File: config.mk
export PLATFORM = sky130hd
export DESIGN_NAME = snn_spike_encoder_flat
export DESIGN_NICKNAME = d
export VERILOG_FILES = /design/src/rtl/snn_spike_encoder_if.sv /design/src/rtl/snn_spike_encoder.sv /design/src/flat_wrapper.sv
export SDC_FILE = /design/constraint.sdc
export NUM_CORES = 1
export LEC_CHECK = 0
export ABC_AREA = 1
export CAP_MARGIN = 10
export CORE_MARGIN = 2
export CORE_UTILIZATION = 56
export CTS_CLUSTER_DIAMETER = 200
export CTS_CLUSTER_SIZE = 24
export DETAILED_ROUTE_END_ITERATION = 6
export PLACE_DENSITY = 0.85
export SYNTH_ARGS = -nofsm -noshare
export SYNTH_HDL_FRONTEND = slang
export SYNTH_SLANG_ARGS = --single-unit
File: constraint.sdc
create_clock -name clk -period 3.75 [get_ports clk]
set_input_delay 0.75 -clock clk [delete_from_list [all_inputs] [get_ports clk]]
set_output_delay 0.75 -clock clk [all_outputs]
set_load 0.05 [all_outputs]
File: src/rtl/snn_spike_encoder_if.sv
// Load/step handshake and spike-byte bus between the frame source, the encoder and the SNN core.
interface snn_spike_encoder_if #(
  parameter int unsigned IW = 4
);
  localparam int unsigned N_CH = 4;

  logic                   load;
  logic [N_CH*IW-1:0]     intensity_in;
  logic                   load_ready;
  logic                   step_en;
  logic                   abort;
  logic [2*IW-1:0]        ui_byte;
  logic [2*IW-1:0]        uio_byte;
  logic                   out_valid;
  logic                   frame_done;
  logic                   busy;

  modport master (
    output load, intensity_in, step_en, abort,
    input  load_ready, ui_byte, uio_byte, out_valid, frame_done, busy
  );

  modport slave (
    input  load, intensity_in, step_en, abort,
    output load_ready, ui_byte, uio_byte, out_valid, frame_done, busy
  );
endinterface

File: src/rtl/snn_spike_encoder.sv
// Rate-coding spike encoder: a per-channel phase accumulator turns a captured 4-channel
// intensity frame into WINDOW spike timesteps, one per accepted step_en.
module snn_spike_encoder #(
  parameter int unsigned   IW        = 4,
  parameter int unsigned   WINDOW    = 16,
  parameter logic [IW-1:0] SPIKE_AMP = 4'd1
) (
  input  logic                clk,
  input  logic                rst,
  snn_spike_encoder_if.slave  bus
);
  localparam int unsigned N_CH  = 4;
  localparam int unsigned CNT_W = (WINDOW > 1) ? $clog2(WINDOW) : 1;
  localparam logic [CNT_W-1:0] LAST_STEP = CNT_W'(WINDOW - 1);

  typedef enum logic {IDLE, RUN} state_e;

  state_e           state_q, state_d;
  logic [CNT_W-1:0] step_q, step_d;
  logic [IW-1:0]    acc_q[N_CH];
  logic [IW-1:0]    acc_d[N_CH];
  logic [IW-1:0]    inten_q[N_CH];
  logic [IW-1:0]    inten_d[N_CH];
  logic [IW:0]      sum_c[N_CH];
  logic [IW-1:0]    nib_c[N_CH];
  logic [2*IW-1:0]  ui_q, ui_d, uio_q, uio_d;
  logic             valid_q, valid_d;
  logic             done_q, done_d;
  logic             busy_q, ready_q;

  // State, accumulator and registered output bank
  always_ff @(posedge clk) begin
    if (rst) begin
      state_q <= IDLE;
      step_q  <= '0;
      ui_q    <= '0;
      uio_q   <= '0;
      valid_q <= 1'b0;
      done_q  <= 1'b0;
      busy_q  <= 1'b0;
      ready_q <= 1'b1;
      for (int c = 0; c < N_CH; c++) begin
        acc_q[c]   <= '0;
        inten_q[c] <= '0;
      end
    end else begin
      state_q <= state_d;
      step_q  <= step_d;
      ui_q    <= ui_d;
      uio_q   <= uio_d;
      valid_q <= valid_d;
      done_q  <= done_d;
      busy_q  <= (state_d == RUN);
      ready_q <= (state_d == IDLE);
      for (int c = 0; c < N_CH; c++) begin
        acc_q[c]   <= acc_d[c];
        inten_q[c] <= inten_d[c];
      end
    end
  end

  // Next-state, accumulator update and spike generation
  always_comb begin
    state_d = state_q;
    step_d  = step_q;
    ui_d    = '0;
    uio_d   = '0;
    valid_d = 1'b0;
    done_d  = 1'b0;
    for (int c = 0; c < N_CH; c++) begin
      acc_d[c]   = acc_q[c];
      inten_d[c] = inten_q[c];
      sum_c[c]   = {1'b0, acc_q[c]} + {1'b0, inten_q[c]};
      nib_c[c]   = sum_c[c][IW] ? SPIKE_AMP : '0;
    end

    if (bus.abort) begin
      state_d = IDLE;
      step_d  = '0;
      for (int c = 0; c < N_CH; c++) acc_d[c] = '0;
    end else begin
      case (state_q)
        IDLE: begin
          if (bus.load) begin
            state_d = RUN;
            step_d  = '0;
            for (int c = 0; c < N_CH; c++) begin
              acc_d[c]   = '0;
              inten_d[c] = bus.intensity_in[c*IW +: IW];
            end
          end
        end
        RUN: begin
          if (bus.step_en) begin
            for (int c = 0; c < N_CH; c++) acc_d[c] = sum_c[c][IW-1:0];
            ui_d    = {nib_c[0], nib_c[1]};
            uio_d   = {nib_c[2], nib_c[3]};
            valid_d = 1'b1;
            if (step_q == LAST_STEP) begin
              done_d  = 1'b1;
              state_d = IDLE;
              step_d  = '0;
            end else begin
              step_d = step_q + CNT_W'(1);
            end
          end
        end
        default: state_d = IDLE;
      endcase
    end
  end

  assign bus.ui_byte    = ui_q;
  assign bus.uio_byte   = uio_q;
  assign bus.out_valid  = valid_q;
  assign bus.frame_done = done_q;
  assign bus.busy       = busy_q;
  assign bus.load_ready = ready_q;
endmodule

File: src/flat_wrapper.sv
// flat-port wrapper written by rule: the top's interface ports become plain ports
module snn_spike_encoder_flat 
#(
  parameter int unsigned   IW        = 4,
  parameter int unsigned   WINDOW    = 16,
  parameter logic [IW-1:0] SPIKE_AMP = 4'd1
)
  (clk, rst, bus_load, bus_intensity_in, bus_step_en, bus_abort, bus_load_ready, bus_ui_byte, bus_uio_byte, bus_out_valid, bus_frame_done, bus_busy);
  snn_spike_encoder_if #(.IW(IW)) bus_i ();
  input  logic clk;
  input  logic rst;
  input wire logic [$bits(bus_i.load)-1:0] bus_load;
  input wire logic [$bits(bus_i.intensity_in)-1:0] bus_intensity_in;
  input wire logic [$bits(bus_i.step_en)-1:0] bus_step_en;
  input wire logic [$bits(bus_i.abort)-1:0] bus_abort;
  output wire logic [$bits(bus_i.load_ready)-1:0] bus_load_ready;
  output wire logic [$bits(bus_i.ui_byte)-1:0] bus_ui_byte;
  output wire logic [$bits(bus_i.uio_byte)-1:0] bus_uio_byte;
  output wire logic [$bits(bus_i.out_valid)-1:0] bus_out_valid;
  output wire logic [$bits(bus_i.frame_done)-1:0] bus_frame_done;
  output wire logic [$bits(bus_i.busy)-1:0] bus_busy;
  assign bus_i.load = bus_load;
  assign bus_i.intensity_in = bus_intensity_in;
  assign bus_i.step_en = bus_step_en;
  assign bus_i.abort = bus_abort;
  assign bus_load_ready = bus_i.load_ready;
  assign bus_ui_byte = bus_i.ui_byte;
  assign bus_uio_byte = bus_i.uio_byte;
  assign bus_out_valid = bus_i.out_valid;
  assign bus_frame_done = bus_i.frame_done;
  assign bus_busy = bus_i.busy;
  snn_spike_encoder #(.IW(IW), .WINDOW(WINDOW), .SPIKE_AMP(SPIKE_AMP)) u_core (.clk(clk), .rst(rst), .bus(bus_i));
endmodule
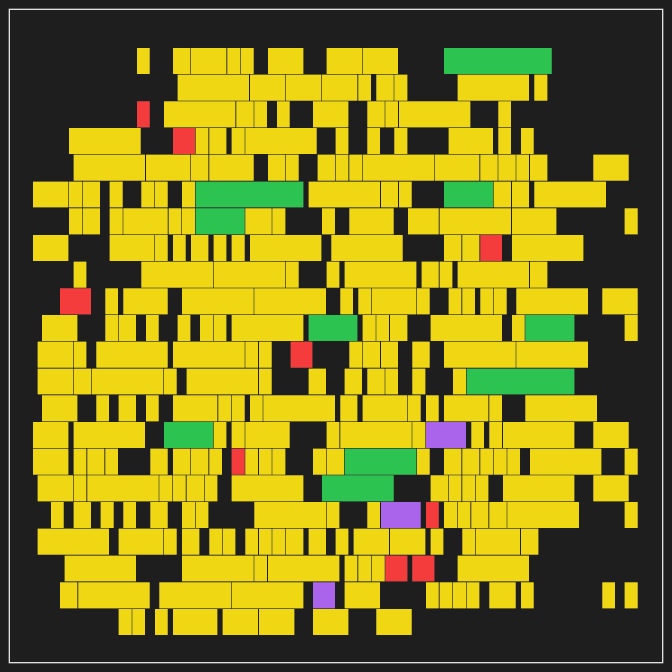
Fig. 1. Cells by drive strength (run 1).
Key: drive 2 = red [cells 9, share 3.0%]; drive 1 or less = yellow [cells 280, share 93%]; drive 3 to 4 = purple [cells 3, share 0.99%]; drive 6 and up = green [cells 10, share 3.3%]

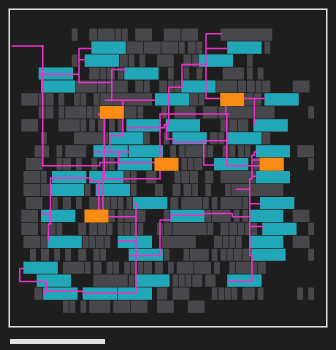
Fig. 2. Routed clock nets over the placement (run 1).
Scale bar: 20 um.
Key: flip-flops = cyan [count 44]; clock wires = magenta [length 502 um]; cells driving clock nets = orange [count 5]
Position of the flops: all over the die.
Clock power frac: 45.7%
Power Clock: 496 uW

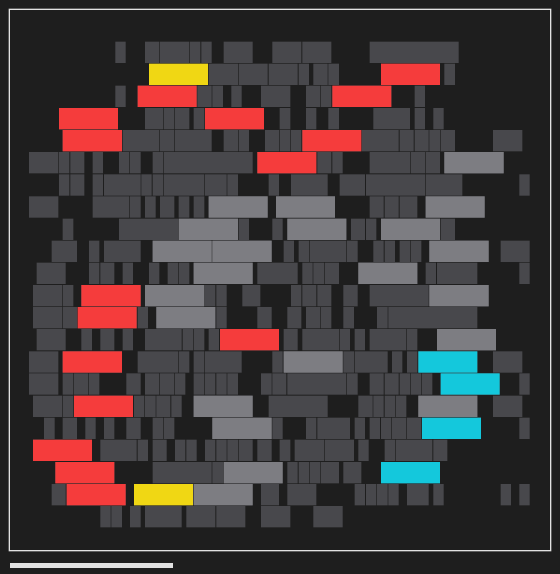
Fig. 3. Sequential cells coloured by netlist name (run 1).
Scale bar: 20 um. Other sequential cells in the stronger grey, the rest of the logic in the fainter grey.
Key: u_core.bus.uio_byte = yellow [flops 2]; u_core.inten_q = red [flops 16]; u_core.step_q = cyan [flops 4, where lower right]
sequential cell area share: 34.3%
Seq group: 484 uW
Reg area: 881 um2
Finished Core Util: 69.7%

==> run summary, run 1 <==
fresh numbers from the pnr run: outcome=finished clean, number of remaining DRC errors=0, Fin. Hold Viols=0, first-pass GRT wire length=7.17 mm, clock transition at the registers of the reported paths=0.08 ns, Worst Clk Skew=0.00365 ns, Pleak=0.00122 uW, OpenROAD warnings=26, setup ws final=1.47 ns, Yosys cell types=25, reg-to-reg setup timing slack=2.27 ns, GP Congestion=0.824, GRT Util Overall=21.6%, Max IR drop VDD=0.000231 V, Synth Flop Type=dfxtp_1, Final HPWL DP=3.03 mm, Iter 0 DRT Violations=75, Syn Area/Cell=7.98 um2, vias in the first global route=1619, std cell rows=22, pin count of the biggest net entering global routing=18, Die Ht=66.4 um, router iterations before antenna repair=4
-- run 1: layout by cell type, fill, tap and decap left out, types with 3 or more instances in the layout --
master and count:
nand2_1 92, dfxtp_1 44, clkdlybuf4s50_1 28, a21oi_1 25, nand3_1 19, ha_1 17, inv_1 15, nor2_1 15
conb_1 12, o21ai_0 6, clkbuf_8 5, nand2_2 4, fa_1 4, inv_2 3, bufinv_16 3
-- run 1: state kept, by name (all words and copies together) (netlist names) --
register and cells:
u_core.acc_q 16, u_core.inten_q 16, u_core.step_q 4, u_core.bus.ui_byte 2
u_core.bus.uio_byte 2, u_core.bus.frame_done 1, u_core.bus.load_ready 1, u_core.bus.out_valid 1
u_core.state_q 1
-- run 1: area by class of cell --
cell class                 count  area (um2)
clock buffer                   5        68.8
tap                           48        60.1
sequential                    44         881
fill                         303        1120
clock inverter                 3        90.1
multi-input combinational    203        1120
timing repair buffer          28         280
inverter                      19        73.8
-- run 1: power by group --
part,switching (uW),internal (uW)
Sequential,7.32,476
Combinational,69.0,36.5
Clock,163,333
-- run 1: path summary, 6_finish.rpt --
check / start / end
worst max register to register: u_core.inten_q[0][4] / u_core.acc_q[1][2]
worst max-delay path: u_core.state_q / bus_busy
worst min-delay path: u_core.acc_q[2][0] / u_core.acc_q[2][0]
worst min register to register: u_core.acc_q[2][0] / u_core.acc_q[2][0]
-- run 1: layer usage --
layer	GRT usage, %	wire length [um]	part of all wire [%]
met1	26.2	1790	43
met3	4.60	227	5.4
met5	0	0	0
met4	7.14	48	1.1
met2	37.8	2130	51
-- run 1: cells by family after synthesis --
| family | after synthesis |
|---|---|
| simple gates | 135 |
| fa+ha+maj | 21 |
| compound gates | 34 |
| xor+xnor | 1 |
| other cells | 1 |
| buf+inv | 37 |
| flops | 44 |
-- run 1: metrics by stage --
step                utilization [%]  power (uW)
floorplan                         -         579
global route                   69.7        1120
CTS                            69.7        1090
global placement               65.4         597
detailed placement             65.4         600
finish                         69.7        1090
-- run 1: cell usage after synthesis (2+ instances only) --
master | n | area share [%]
nand2_1 | 92 | 16
dfxtp_1 | 44 | 40
a21oi_1 | 25 | 5.7
nand3_1 | 19 | 4.4
ha_1 | 17 | 9.8
inv_1 | 15 | 2.6
nor2_1 | 15 | 2.6
buf_4 | 13 | 4.5
o21ai_0 | 6 | 1.4
fa_1 | 4 | 3.7
nand2_2 | 4 | 1.1
buf_6 | 3 | 1.5
inv_2 | 3 | 0.52
nor2_8 | 2 | 1.8
Fig. 4: run 1, cell outlines without signal wires
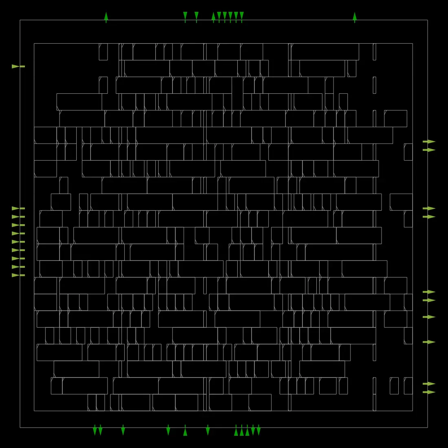

==> inputs of run 2 (changes only) <==
--- a/config.mk
+++ b/config.mk
@@ -8,11 +8,11 @@
 export ABC_AREA = 1
 export CAP_MARGIN = 10
 export CORE_MARGIN = 2
-export CORE_UTILIZATION = 56
+export CORE_UTILIZATION = 52
 export CTS_CLUSTER_DIAMETER = 200
 export CTS_CLUSTER_SIZE = 24
 export DETAILED_ROUTE_END_ITERATION = 6
-export PLACE_DENSITY = 0.85
+export PLACE_DENSITY = 0.8
 export SYNTH_ARGS = -nofsm -noshare
 export SYNTH_HDL_FRONTEND = slang
 export SYNTH_SLANG_ARGS = --single-unit
==> constraint.sdc (replaced) <==
create_clock -name clk -period 2.1 [get_ports clk]
set_input_delay 0.42 -clock clk [delete_from_list [all_inputs] [get_ports clk]]
set_output_delay 0.42 -clock clk [all_outputs]
set_load 0.05 [all_outputs]
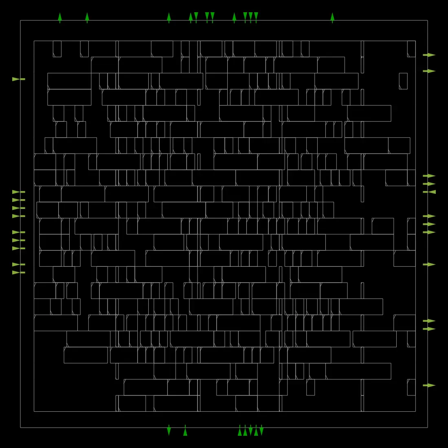
Fig. 5. Cell outlines without signal wires (run 2).
std cell rows: 23
Finished Core Util: 63.0%
Cell Count, Final, Fillers Out: 354
Flop Count: 44
Std-Cell Core Area: 4030 um2

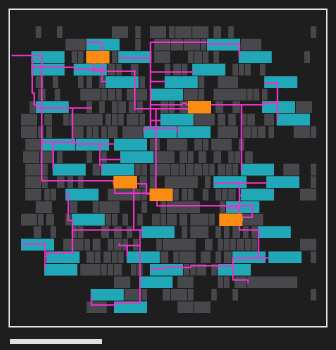
Fig. 6. Routed clock nets over the placement (run 2).
Scale bar: 20 um.
Key: flip-flops = cyan [count 44]; cells driving clock nets = orange [count 5]; clock wires = magenta [length 546 um]
There are 6 routed clock nets.

==> run summary, run 2 <==
fresh numbers from the pnr run: clock transition at the registers of the reported paths=0.09 ns (about the same), Top cell area share=40.4% (unchanged), Power, Total=1700 uW (+56%), Commonest Layout Cell=nand2_1, Iter 0 DRT Violations=90 (+20%), post-synth top area cell=dfxtp_1, Worst R2R End=u_core.acc_q[1][2], GP Congestion=0.805 (-2.3%), Worst Clk Skew=0.00976 ns (+0.00610 ns), outcome=finished clean, most frequent cells in the layout=nand2_1 (92), dfxtp_1 (44), clkdlybuf4s50_1 (28), router iterations before antenna repair=4 (unchanged), Fin. Hold Viols=0 (unchanged), Pleak=0.00121 uW (-1.1%), Synth Flop Type=dfxtp_1, OpenROAD warnings=26 (unchanged), vias in the first global route=1642 (+1.4%), CP startpoint=u_core.state_q, GRT Util Overall=20.9% (-0.68 points), Die Ht=68.7 um (+3.5%), Final HPWL DP=3.05 mm (+0.39%), number of remaining DRC errors=0 (unchanged), crit path to=bus_busy, Yosys cell types=25 (unchanged), most frequent cell after synthesis=nand2_1, Top Registers=u_core.acc_q: 16 flops, u_core.inten_q: 16 flops, u_core.step_q: 4 flops
## run 2: cell counts after synthesis
Identical to the previous run, type by type.
## run 2: per-stage QoR
stage	cell area [um2]	utilization [%]	instances	hold slack, ns
3_5_place_dp	2430	60.3	346	0.442
3_3_place_gp	2430	60.3	346	0.439
5_1_grt	2540	63.0	354	0.482
4_1_cts	2540	63.0	354	0.458
6_report	2540	63.0	354	0.456
2_1_floorplan	2220	-	284	0.423
## run 2: worst reg2reg max path: stages, from the launching register on
cell	delay [ns]
dfxtp_1	0.33
ha_1	0.22
fa_1	0.38
nand2_1	0.10
inv_1	0.04
nor2_1	0.08
nand3_1	0.07
o21ai_0	0.16
## run 2: report_power, final
part | internal, uW | switching, uW
Combinational | 67.3 | 125
Sequential | 851 | 12.9
Clock | 353 | 289
## run 2: kinds of logic after synthesis
group | Yosys count | share of synthesized area [%]
AOI/OAI and AO/OA | 34 | 8.21
xor gates and xnor gates | 1 | 0.402
adders and majority gates | 21 | 13.4
buffers and inverters | 37 | 10.3
DFF | 44 | 40.4
other | 1 | 0.172
and+or+nand+nor | 135 | 27.1
## run 2: cell type report
| type | count | area, um2 |
|---|---|---|
| timing repair buffer | 30 | 295 |
| inverter | 19 | 73.8 |
| fill | 366 | 1490 |
| sequential | 44 | 881 |
| multi-input combinational | 203 | 1120 |
| clock inverter | 2 | 35.0 |
| clock buffer | 6 | 72.6 |
| tap | 50 | 62.6 |
## run 2: worst min path at each step
stage | endpoint | startpoint | depth (start not counted) | slack (ns)
after floorplan | u_core.acc_q[0][0] | u_core.acc_q[0][0] | 2 | 0.42
after global placement | u_core.acc_q[2][0] | u_core.acc_q[2][0] | 2 | 0.44
after detailed placement | u_core.acc_q[0][0] | u_core.acc_q[0][0] | 2 | 0.44
after CTS | u_core.acc_q[0][0] | u_core.acc_q[0][0] | 2 | 0.46
after global routing | u_core.acc_q[2][0] | u_core.acc_q[2][0] | 2 | 0.48
final | u_core.acc_q[0][0] | u_core.acc_q[0][0] | 2 | 0.46
## run 2: metal layers
layer	wire (um)	track usage, %
met5	0	0
met4	53	7.35
met3	156	5.36
met2	2040	35.9
met1	1920	25.3
Fig. 7: run 2, sequential cells coloured by netlist name
Scale bar: 20 um. Other sequential cells in the stronger grey, the rest of the logic in the fainter grey.
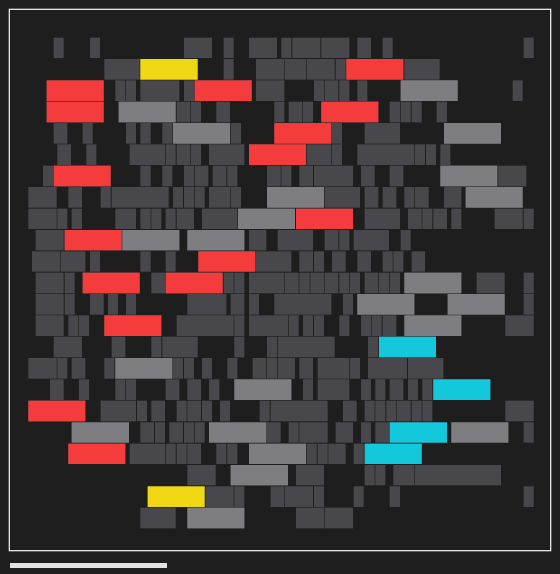

==> inputs of run 3 (changes only) <==
--- a/config.mk
+++ b/config.mk
@@ -5,14 +5,16 @@
 export SDC_FILE = /design/constraint.sdc
 export NUM_CORES = 1
 export LEC_CHECK = 0
-export ABC_AREA = 1
 export CAP_MARGIN = 10
+export CELL_PAD_IN_SITES_DETAIL_PLACEMENT = 0
+export CELL_PAD_IN_SITES_GLOBAL_PLACEMENT = 2
 export CORE_MARGIN = 2
-export CORE_UTILIZATION = 52
+export CORE_UTILIZATION = 32
 export CTS_CLUSTER_DIAMETER = 200
 export CTS_CLUSTER_SIZE = 24
 export DETAILED_ROUTE_END_ITERATION = 6
-export PLACE_DENSITY = 0.8
+export PLACE_DENSITY_LB_ADDON = 0.1
+export SETUP_SLACK_MARGIN = 0.5
 export SYNTH_ARGS = -nofsm -noshare
 export SYNTH_HDL_FRONTEND = slang
 export SYNTH_SLANG_ARGS = --single-unit
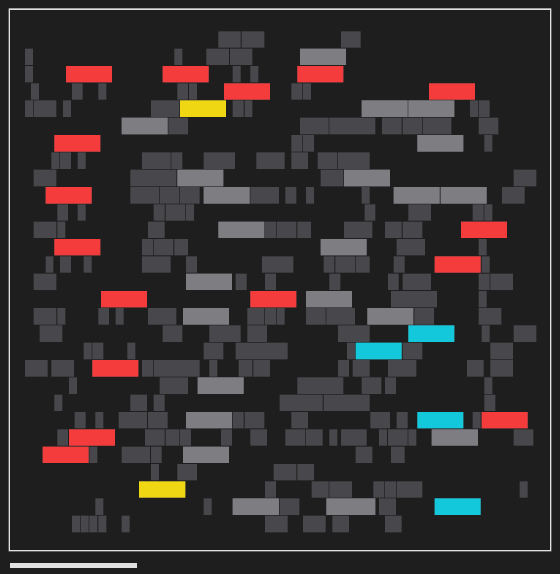
Fig. 8. Sequential cells coloured by netlist name (run 3).
Scale bar: 20 um. Other sequential cells in the stronger grey, the rest of the logic in the fainter grey.
Key: u_core.step_q = cyan [flops 4]; u_core.inten_q = red [flops 16, where all over the die]; u_core.bus.uio_byte = yellow [flops 2]
Another 22 sequential cells are not coloured.
Reg area: 882 um2
Finished Core Util: 39.8%
sequential cell area share: 34.9%
Seq group: 865 uW

==> run summary, run 3 <==
fresh numbers from the pnr run: most frequent cell after synthesis=dfxtp_1, post-synth top area cell=dfxtp_1, router iterations before antenna repair=4 (unchanged), Post-DP Area=2460 um2 (+1.3%), fin area=2530 um2 (-0.35%), number of remaining DRC errors=0 (unchanged), GP Congestion=0.724 (-10%), Pleak=0.00113 uW (-7.0%), GRT Util Overall=13.3% (-7.6 points), startpoint types=input pin, Die X=84.9 um, OpenROAD warnings=27 (+3.8%), Fin. Hold Viols=0 (unchanged), Commonest Layout Cell=dfxtp_1, Top cell area share=42.1% (+1.7 points), vias in the first global route=1474 (-10%), Worst Clk Skew=0.00589 ns (-0.00387 ns), Min Hold Slack=0.465 ns (+0.00915 ns), Std-Cell Core Area=6350 um2 (+58%), Iter 0 DRT Violations=45 (-50%), outcome=finished clean, Top Registers=u_core.acc_q: 16 flops, u_core.inten_q: 16 flops, u_core.step_q: 4 flops, Synth Flop Type=dfxtp_1, std cell rows=29 (+26%), Yosys cell types=37 (+48%), Final HPWL DP=3.13 mm (+2.7%)
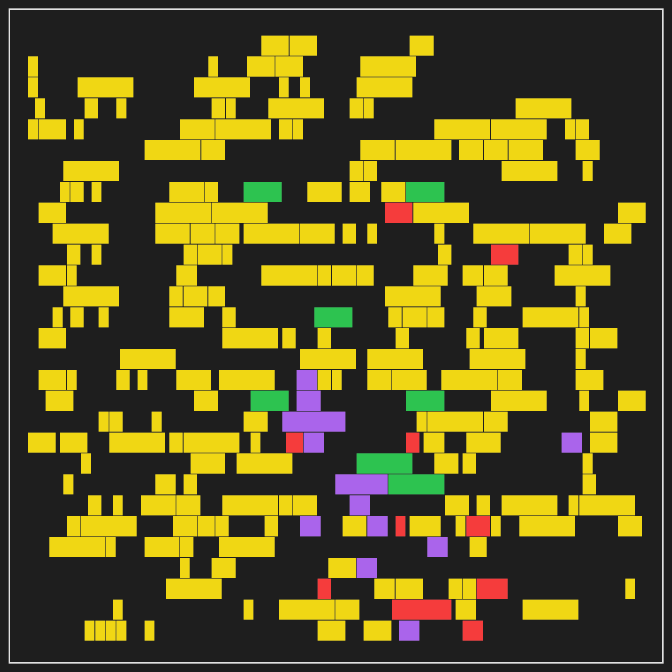
Fig. 9. Cells by drive strength (run 3).
Key: drive 2 = red [cells 10, share 4.0%]; drive 1 or less = yellow [cells 220, share 88%]; drive 6 and up = green [cells 7, share 2.8%]; drive 3 to 4 = purple [cells 12, share 4.8%]

run 3: through the flow:
stage,std cells,total power [uW]
after floorplan,224,1020
after global placement,319,1080
after detailed placement,319,1090
after CTS,326,1590
after global routing,326,1650
final,326,1560
run 3: final timing paths:
kind | from | endpoint | slack [ns] | cells after the start
worst min register to register | u_core.inten_q[0][8] | u_core.inten_q[0][8] | 0.47 | 2
worst max-delay path | rst | u_core.acc_q[0][2] | 0.54 | 5
worst max register to register | u_core.acc_q[2][0] | u_core.acc_q[2][2] | 0.61 | 5
worst min-delay path | u_core.inten_q[0][8] | u_core.inten_q[0][8] | 0.47 | 2
run 3: cells by family (layout without fill, tap and decap cells):
kind of cell | Yosys count | count (layout) | synth area share (%)
AND/OR/NAND/NOR | 66 | 66 | 15.5
AND-OR/OR-AND | 53 | 53 | 17.6
flip-flops | 44 | 44 | 42.1
buffers and inverters | 23 | 48 | 7.95
adder cells (fa/ha/maj) | 21 | 21 | 14.0
XOR/XNOR | 4 | 4 | 1.67
other | 1 | 12 | 0.179
multiplexers | 1 | 1 | 1.08
run 3: cell type report:
cell class | instances | area [um2]
timing repair buffer | 39 | 377
clock inverter | 1 | 5.00
fill | 645 | 3820
inverter | 2 | 7.51
sequential | 44 | 882
multi-input combinational | 157 | 1090
tap | 77 | 96.3
clock buffer | 6 | 72.6
run 3: where the power goes:
| group | internal, uW | switching [uW] |
|---|---|---|
| Combinational | 76.8 | 119 |
| Sequential | 851 | 14.6 |
| Clock | 227 | 273 |
| Total | 1150 | 407 |
run 3: critical path, stage by stage:
cell and delay [ns]:
clkdlybuf4s50_1 0.51, buf_4 0.28, nor2_2 0.07, and2_4 0.19, a22o_2 0.26
run 3: routing by layer:
| layer | vias up | wire length (um) | track usage (%) |
|---|---|---|---|
| met5 | - | 0 | 0 |
| met4 | 0 | 50 | 3.46 |
| met3 | 5 | 179 | 3.70 |
| met2 | 30 | 1980 | 20.9 |
| met1 | 717 | 2160 | 18.2 |
| li1 | 813 | - | - |
run 3: what timing repair did:
action	CTS	global route
setup endpoints to repair	8	3
gates cloned	0	0
hold endpoints to repair	0	0
hold buffers	0	0
resized	8	4
Power and IR drop assume default switching activity.
